`src/rtl/pc_sequencer.sv`:
```
// Program-counter sequencer for the fetch stage: per-program start table, absolute and
// relative branches, call/return through a small return-address stack, stall and halt.
module pc_sequencer #(
  parameter int                         PC_W      = 10,
  parameter int                         NUM_PROGS = 3,
  parameter logic [NUM_PROGS*PC_W-1:0]  PROG_BASE = '0,
  parameter int                         RAS_DEPTH = 4,
  localparam int SEL_W   = (NUM_PROGS > 1) ? $clog2(NUM_PROGS) : 1,
  localparam int DEPTH_W = $clog2(RAS_DEPTH + 1),
  localparam int PTR_W   = (RAS_DEPTH > 1) ? $clog2(RAS_DEPTH) : 1
) (
  input  logic             Clk,
  input  logic             Reset,
  input  logic             Start,
  input  logic [SEL_W-1:0] ProgSel,
  input  logic             Stall,
  input  logic             Jump,
  input  logic             Call,
  input  logic             Ret,
  input  logic             BranchAbsOrRel,
  input  logic             Halt,
  input  logic [PC_W-1:0]  Target,
  output logic [PC_W-1:0]  ProgCtr,
  output logic             Running,
  output logic             Done,
  output logic             RasEmpty,
  output logic             RasFull,
  output logic             Fault
);

  typedef enum logic [1:0] {S_IDLE, S_ARMED, S_RUN, S_DONE} state_t;

  localparam logic [SEL_W:0]   NUM_PROGS_W = (SEL_W + 1)'(NUM_PROGS);
  localparam logic [DEPTH_W-1:0] RAS_DEPTH_W = DEPTH_W'(RAS_DEPTH);

  state_t              state_q, state_d;
  logic [PC_W-1:0]     pc_q, pc_d;
  logic [DEPTH_W-1:0]  depth_q, depth_d;
  logic                fault_q, fault_d;
  logic [PC_W-1:0]     ras_q [RAS_DEPTH];

  logic                sel_ok;
  logic [PC_W-1:0]     base_sel;
  logic [PC_W-1:0]     pc_inc;
  logic [PC_W-1:0]     branch_pc;
  logic [PTR_W-1:0]    top_ptr;
  logic                push;

  always_comb begin
    // NOTE: every variable written here gets a default first, so no path can infer a latch.
    base_sel = PROG_BASE[0 +: PC_W];
    for (int i = 0; i < NUM_PROGS; i++) begin
      if (ProgSel == SEL_W'(i)) base_sel = PROG_BASE[i*PC_W +: PC_W];
    end
  end

  assign sel_ok    = ({1'b0, ProgSel} < NUM_PROGS_W);
  assign pc_inc    = pc_q + PC_W'(1);
  // Same-width addition is already the sign-extended, modulo-2^PC_W relative branch.
  assign branch_pc = BranchAbsOrRel ? (pc_q + Target) : Target;
  assign top_ptr   = depth_q[PTR_W-1:0] - PTR_W'(1);

  always_comb begin
    state_d = state_q;
    pc_d    = pc_q;
    depth_d = depth_q;
    fault_d = fault_q;
    push    = 1'b0;

    if (Start) begin
      if (sel_ok) begin
        state_d = S_ARMED;
        pc_d    = base_sel;
        depth_d = '0;
        fault_d = 1'b0;
      end else begin
        fault_d = 1'b1;
      end
    end else begin
      unique case (state_q)
        S_ARMED: state_d = S_RUN;
        S_RUN: begin
          if (Stall) begin
            pc_d = pc_q;
          end else if (Halt) begin
            state_d = S_DONE;
          end else if (Ret) begin
            if (depth_q != '0) begin
              pc_d    = ras_q[top_ptr];
              depth_d = depth_q - DEPTH_W'(1);
            end else begin
              fault_d = 1'b1;
              pc_d    = pc_inc;
            end
          end else if (Call) begin
            if (depth_q != RAS_DEPTH_W) begin
              push    = 1'b1;
              pc_d    = branch_pc;
              depth_d = depth_q + DEPTH_W'(1);
            end else begin
              fault_d = 1'b1;
              pc_d    = pc_inc;
            end
          end else if (Jump) begin
            pc_d = branch_pc;
          end else begin
            pc_d = pc_inc;
          end
        end
        default: state_d = state_q;
      endcase
    end
  end

  // NOTE: sequential state uses non-blocking assignments so every flop samples pre-edge values.
  always_ff @(posedge Clk) begin
    if (!Reset) begin
      state_q <= S_IDLE;
      pc_q    <= PROG_BASE[0 +: PC_W];
      depth_q <= '0;
      fault_q <= 1'b0;
    end else begin
      state_q <= state_d;
      pc_q    <= pc_d;
      depth_q <= depth_d;
      fault_q <= fault_d;
    end
  end

  // NOTE: stack storage is not reset; depth_q alone decides which entries are valid.
  always_ff @(posedge Clk) begin
    if (Reset && push) ras_q[depth_q[PTR_W-1:0]] <= pc_inc;
  end

  assign ProgCtr  = pc_q;
  assign Running  = (state_q == S_RUN);
  assign Done     = (state_q == S_DONE);
  assign RasEmpty = (depth_q == '0);
  assign RasFull  = (depth_q == RAS_DEPTH_W);
  assign Fault    = fault_q;

endmodule
```
`config.mk`:
```
export PLATFORM = sky130hd
export DESIGN_NAME = pc_sequencer
export DESIGN_NICKNAME = d
export VERILOG_FILES = /design/src/rtl/pc_sequencer.sv
export SDC_FILE = /design/constraint.sdc
export NUM_CORES = 1
export LEC_CHECK = 0
export ABC_AREA = 1
export CAP_MARGIN = 0
export CORE_MARGIN = 5
export CORE_UTILIZATION = 40
export DETAILED_ROUTE_END_ITERATION = 7
export PLACE_DENSITY_LB_ADDON = 0.3
export SETUP_SLACK_MARGIN = 0.3
export SYNTH_ARGS = -nofsm -noshare
export SYNTH_HDL_FRONTEND = slang
export SYNTH_SLANG_ARGS = --single-unit
```
`constraint.sdc`:
```
create_clock -name Clk -period 2.2 [get_ports Clk]
set_input_delay 0.33 -clock Clk [delete_from_list [all_inputs] [get_ports Clk]]
set_output_delay 0.33 -clock Clk [all_outputs]
set_load 0.05 [all_outputs]
```
Figure 1. Metal 1.
Supply wires on this layer in grey.
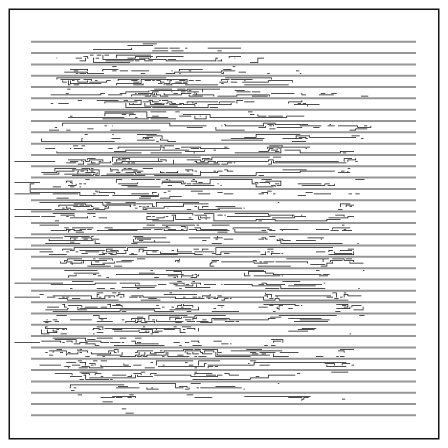
wire length on this layer = 3790 µm
main direction = horizontal
longest straight run = 28.1 µm

Figure 2. Metal 2.
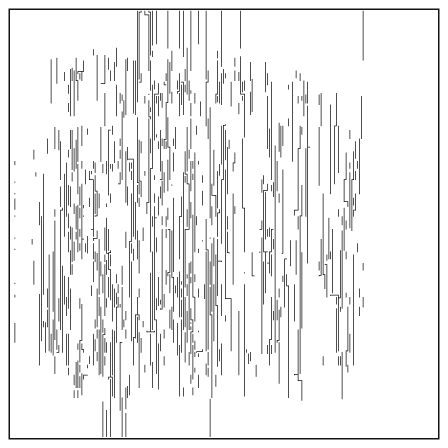
main direction = vertical
wire length on this layer = 4030 µm
DR vias: 2921
WL final: 8100 µm

==> Slide: Implementation Results <==
Run Summary

Layout
  – Inverter count: 52
  – Inserted Diodes: 0
  – Clk tree area frac: 2.02%
  – Signal buf overhead: 13.1%
  – Area Overhead vs Synth: 22.4%
  – Top cells excl fill/tap: nand2_1 (113), inv_1 (41), edfxtp_1 (40)

Routing
  – Via density: 4.95
  – DR WL met3: 171 µm

Outcome
  – Status: finished clean

Critical path
  – Critical path class: register to output port
  – CP delay by family, top: buffers and inverters
  – Levels on crit path: 1
  – R2R Setup Slk: 0.41 ns
  – Req. time, crit path: 1.87 ns
  – CP Cell Sequence: clkdlybuf4s50_1
  – RR Startpoint: ProgCtr[0]
  – Peak per-stage delay on the critical path: 0.84 ns
  – Worst Path Buf+Inv: 1

Floorplan
  – I/O pins: 36
  – Initial Utilization: 41.5%
  – Die W: 103 µm
  – Tapcell Cnt: 105

Yosys
  – Share of flip-flops with an asynchronous set or reset: 0%
  – Post-synth top flop: edfxtp_1
  – Basic Gates by Area: 25.7%
  – Cells after Synth: 436
  – Cell Type Count: 39
  – Ys cells: 436

Hold path
  – HP Class: register to register

Placed design
  – Pre-CTS setup slack: -0.125 ns

STA
  – Min Hold Slack: 0.508 ns
  – Max-slew violations: 0

Pwr
  – Logic pwr share: 30.9%
  – Clk power: 0.000555 W
  – Power share of the clock group: 21.8%
  – Comb. pwr: 0.000787 W
  – Sw Ratio: 33.9%
  – Switch Pwr: 0.000865 W

CTS
  – H-Tree Level Count: 2
  – Clock transition at the registers of the reported paths: 0.09 ns

Global route
  – First-pass GRT wire length: 13100 µm
  – Met1 Resource Use GR: 21.3%
  – GR Overflow Total: 0

Job
  – Max cap viols: 0
Figure 3. Metal 3.
Scale bar: 20 µm. Cells faint in the background.
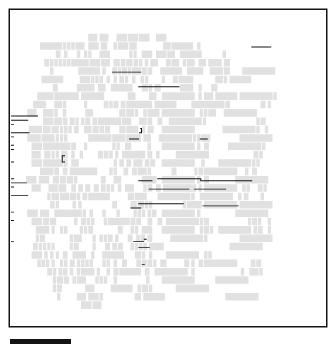
wire length on this layer = 172 µm
longest straight run = 16.6 µm
nets with wire on the layer = 26

Figure 4. Gate families picked out.
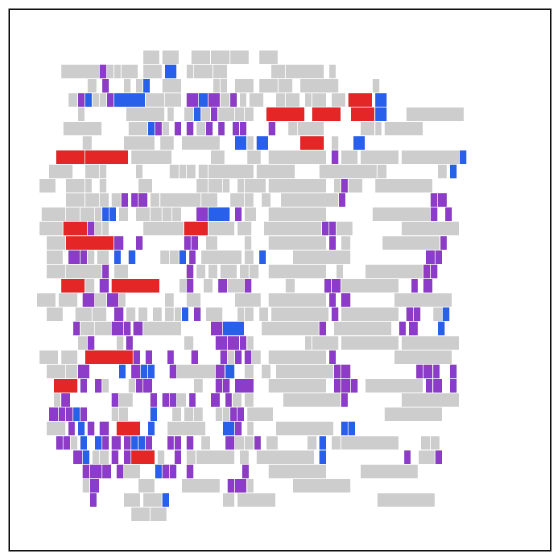
NAND gates -> purple  # cells 155, most used nand2_1
NOR gates -> blue  # cells 45, most used nor2_1
adder and majority cells -> red  # cells 16, most used ha_1
fin cells: 590
Top cell excl fill/tap: nand2_1
logic share of the area: 40.9%

## cells in the mapped netlist (4+ instances only)
master,n,share of area [%]
xor2_1,5,1.3
o21ai_1,14,2.0
buf_2,10,1.5
inv_1,42,4.6
dfxtp_1,16,9.3
nand2_2,5,0.91
o211ai_1,4,0.87
nor2_1,38,4.1
ha_1,14,5.1
o21ai_0,12,1.7
a21oi_1,40,5.8
nand3_1,28,4.1
nand4_1,4,0.73
edfxtp_1,40,35
nand2_1,117,13
inv_2,10,1.1
## kinds of logic (layout without fill, tap and decap cells)
logic type               Yosys count  after routing
AND/OR/NAND/NOR                  206            206
AND-OR/OR-AND                     83             83
buffers and inverters             67            116
flip-flops                        56             56
adder cells (fa/ha/maj)           16             16
XOR/XNOR                           7              7
multiplexers                       1              1
Power and IR drop assume default switching activity.
